<file path="config.mk">
export PLATFORM = sky130hd
export DESIGN_NAME = vga_scanout_arbiter
export DESIGN_NICKNAME = d
export VERILOG_FILES = /design/src/rtl/vga_scanout_arbiter.sv
export SDC_FILE = /design/constraint.sdc
export NUM_CORES = 1
export LEC_CHECK = 0
export CAP_MARGIN = 10
export CORE_ASPECT_RATIO = 1.2
export CORE_MARGIN = 4
export CORE_UTILIZATION = 40
export DETAILED_ROUTE_END_ITERATION = 12
export PLACE_DENSITY = 0.77
export SYNTH_ARGS = -nofsm -noshare
export SYNTH_HDL_FRONTEND = slang
export SYNTH_SLANG_ARGS = --single-unit
export TNS_END_PERCENT = 50
</file>
<file path="constraint.sdc">
create_clock -name pixel_clock -period 3.2 [get_ports pixel_clock]
set_input_delay 0.32 -clock pixel_clock [delete_from_list [all_inputs] [get_ports pixel_clock]]
set_output_delay 0.32 -clock pixel_clock [all_outputs]
set_load 0.02 [all_outputs]
</file>
<file path="src/rtl/vga_scanout_arbiter.sv">
// Single-port framebuffer arbiter: scanout prefetch into a 2-word FIFO has strict
// priority, pixels are serialised at 8bpp, and every other RAM slot goes to the CPU.
module vga_scanout_arbiter #(
  parameter int X_ACTIVE = 800,
  parameter int Y_ACTIVE = 600,
  parameter int ADDR_W   = 17,
  parameter int FB_BASE  = 0
) (
  input  logic              pixel_clock,
  input  logic              reset_n,
  input  logic [15:0]       x,
  input  logic [15:0]       y,
  input  logic              xy_in_active,
  input  logic              hsync_in,
  input  logic              vsync_in,
  input  logic              blank_in,
  output logic              hsync,
  output logic              vsync,
  output logic              blank,
  output logic [7:0]        pixel,
  output logic              underrun,
  input  logic              cpu_valid,
  output logic              cpu_ready,
  input  logic [ADDR_W-1:0] cpu_addr,
  input  logic [3:0]        cpu_we,
  input  logic [31:0]       cpu_wdata,
  output logic [31:0]       cpu_rdata,
  output logic              cpu_rvalid,
  output logic [ADDR_W-1:0] mem_addr,
  output logic              mem_en,
  output logic [3:0]        mem_we,
  output logic [31:0]       mem_wdata,
  input  logic [31:0]       mem_rdata
);

  localparam int FRAME_WORDS = (X_ACTIVE / 4) * Y_ACTIVE;
  localparam logic [ADDR_W-1:0] BASE_ADDR = ADDR_W'(FB_BASE);
  localparam logic [ADDR_W-1:0] LAST_ADDR = ADDR_W'(FB_BASE + FRAME_WORDS - 1);

  logic              vb;
  logic              vb_q;
  logic              resync;
  logic              sreq;
  logic              scan_pend;
  logic              push;
  logic              pop;
  logic              fifo_empty;
  logic [1:0]        fifo_count;
  logic [1:0]        byte_idx;
  logic              wr_ptr;
  logic              rd_ptr;
  logic [31:0]       fifo_mem [2];
  logic [31:0]       head;
  logic [31:0]       rdata_q;
  logic [ADDR_W-1:0] fetch_addr;
  logic              unused_x;

  // Scanout address comes from fetch_addr, so the x coordinate is not needed.
  assign unused_x   = ^x;

  assign vb         = (y >= 16'(Y_ACTIVE));
  assign resync     = vb && !vb_q;
  assign sreq       = ((fifo_count + {1'b0, scan_pend}) < 2'd2) && !resync;
  assign fifo_empty = (fifo_count == 2'd0);
  assign head       = fifo_mem[rd_ptr];
  // A scanout read returning during resync belongs to the old frame and is dropped.
  assign push       = scan_pend && !resync;
  assign pop        = xy_in_active && !fifo_empty && (byte_idx == 2'd3) && !resync;

  always_comb begin
    mem_en    = 1'b0;
    mem_we    = 4'b0000;
    mem_addr  = fetch_addr;
    mem_wdata = 32'h0;
    cpu_ready = 1'b0;
    if (sreq) begin
      mem_en = 1'b1;
    end else begin
      cpu_ready = 1'b1;
      mem_en    = cpu_valid;
      mem_we    = cpu_valid ? cpu_we : 4'b0000;
      mem_addr  = cpu_addr;
      mem_wdata = cpu_wdata;
    end
  end

  // Read data is presented straight from the RAM on the response cycle, then held.
  assign cpu_rdata = cpu_rvalid ? mem_rdata : rdata_q;

  always_ff @(posedge pixel_clock) begin
    if (push) fifo_mem[wr_ptr] <= mem_rdata;
  end

  always_ff @(posedge pixel_clock or negedge reset_n) begin
    if (!reset_n) begin
      vb_q       <= 1'b0;
      scan_pend  <= 1'b0;
      cpu_rvalid <= 1'b0;
      rdata_q    <= 32'h0;
      hsync      <= 1'b0;
      vsync      <= 1'b0;
      blank      <= 1'b0;
      pixel      <= 8'h00;
      underrun   <= 1'b0;
      fetch_addr <= BASE_ADDR;
      fifo_count <= 2'd0;
      wr_ptr     <= 1'b0;
      rd_ptr     <= 1'b0;
      byte_idx   <= 2'd0;
    end else begin
      vb_q       <= vb;
      scan_pend  <= sreq;
      cpu_rvalid <= cpu_valid && !sreq && (cpu_we == 4'b0000);
      if (cpu_rvalid) rdata_q <= mem_rdata;
      hsync      <= hsync_in;
      vsync      <= vsync_in;
      blank      <= blank_in;

      if (resync)
        fetch_addr <= BASE_ADDR;
      else if (sreq)
        fetch_addr <= (fetch_addr == LAST_ADDR) ? BASE_ADDR : fetch_addr + ADDR_W'(1);

      if (resync) begin
        fifo_count <= 2'd0;
        wr_ptr     <= 1'b0;
        rd_ptr     <= 1'b0;
      end else begin
        if (push) wr_ptr <= ~wr_ptr;
        if (pop)  rd_ptr <= ~rd_ptr;
        case ({push, pop})
          2'b10:   fifo_count <= fifo_count + 2'd1;
          2'b01:   fifo_count <= fifo_count - 2'd1;
          default: fifo_count <= fifo_count;
        endcase
      end

      pixel <= 8'h00;
      if (xy_in_active) begin
        if (fifo_empty) underrun <= 1'b1;
        else            pixel    <= head[{byte_idx, 3'b000} +: 8];
      end

      // byte_idx keeps stepping on underrun; alignment returns at the next resync.
      if (resync)
        byte_idx <= 2'd0;
      else if (xy_in_active)
        byte_idx <= byte_idx + 2'd1;
    end
  end

endmodule

</file>
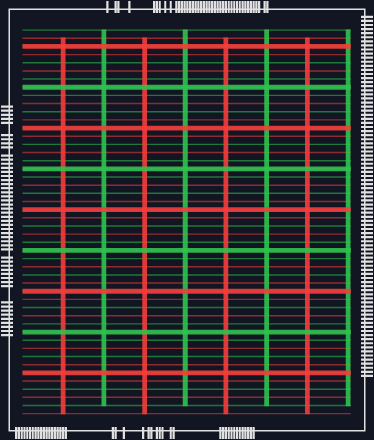
floorplan.png
Scale: 3 px per um. Pins as bars on the die edge.
Key: red = VSS; green = VDD
The core has 47 rows. 8 straps on met4. 224 signal pins sit on the boundary. 48 met1 rails follow the rows. 9 straps on met5.

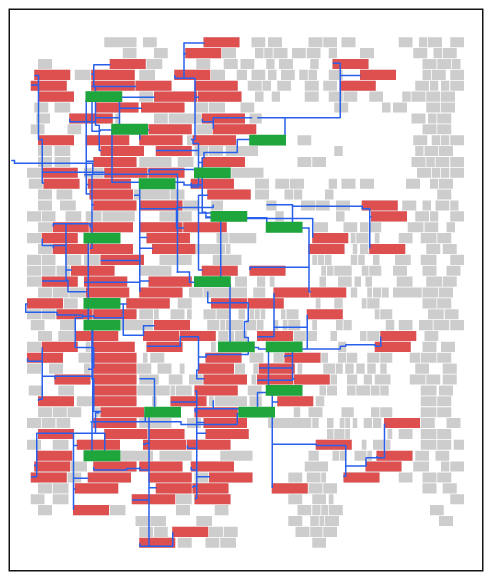
clock_wires.png
Scale: 4 px per um.
Key: green = clock-net drivers [count 17]; red = flip-flops [count 134]; blue = clock wires [length 1530 um]
There are 18 routed clock nets.

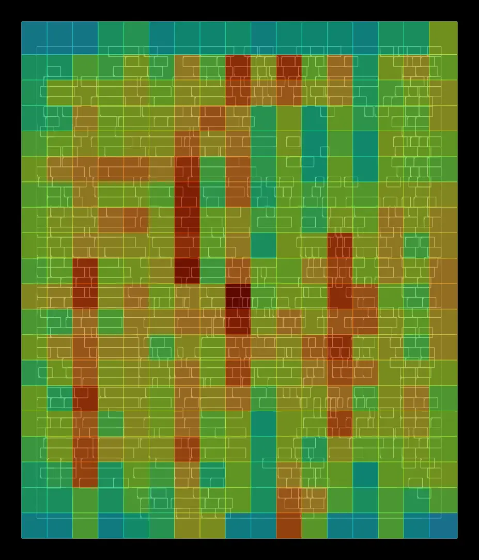
congestion_map.png
global-route usage over all layers: 0.188
fin util: 0.619
WL/cell: 19.2 um
layer carrying the most global-route usage: met2

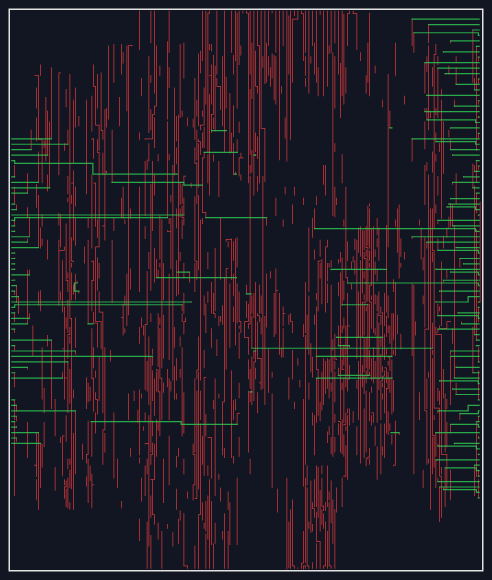
layers.png
Scale: 4 px per um. Only two layers are drawn.
Key: green = M3 [wire length 1320 um]; red = M2 [wire length 8100 um]

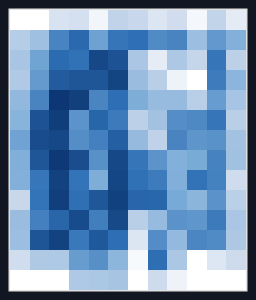
util_map.png
Scale: 2 px per um. 12 x 14 tiles, from white (low) to dark blue (high), 0 to 100% covered.
The densest ninth of the die: west. 6.5% of the tiles are nearly empty. The mean over all tiles is 51%.

==> reports/highlights.md <==
• 171 — well tap count
• 0 ns — total negative slack
• 0.249 — Signal buf overhead
• buffers and inverters — dominant delay contributor by cell family on the critical path
• 0 — remaining antenna violation count
• 0.60 ns — Largest stage delay, worst path
• finished clean — outcome
• 134 — CTS Sinks
• 194 — violation count after the first detailed-routing iteration
• 15.2 mm — wire length reported by the detailed router
• 3.02 ns — post-layout minimum cycle time
• 14000 um2 — core footprint
• 1049 — number of fill cells in the layout
• sky130_fd_sc_hd__edfxtp_1 — dominant cell type by area after synthesis
• 2.71 mW — Seq. pwr
• 5810 um2 — synthesized cell area
• 240 — multi-input logic cell count
• 0 — number of synthesis warnings
• flip-flops and latches — largest class
• 118 um — die boundary width
layer usage:
layer / share of wire / GRT usage
met1: 0.37 / 0.209
met2: 0.53 / 0.335
met3: 0.086 / 0.0677
met4: 0.015 / 0.0630
met5: 0 / 0
stage by stage:
stage               hold slack, ns  instances
CTS                         0.0913        792
floorplan                   0.0244        403
global route                 0.111        792
finish                      0.0381        792
global placement             0.481        760
detailed placement           0.484        760
timing repair:
| item | 4_1_cts | 5_1_grt |
|---|---|---|
| hold buffers | 0 | 0 |
| hold endpoints to repair | 0 | 0 |
| setup endpoints to repair | 0 | 17 |
| gates resized | 0 | 1 |
sequential cells by signal (all words and copies together), names as in the netlist, 2 cells and up:
register    cells
rdata_q        32
pixel           8
fifo_count      2
fifo_mem       64
byte_idx        2
fetch_addr     17
Power is estimated from default activity; no workload was simulated.
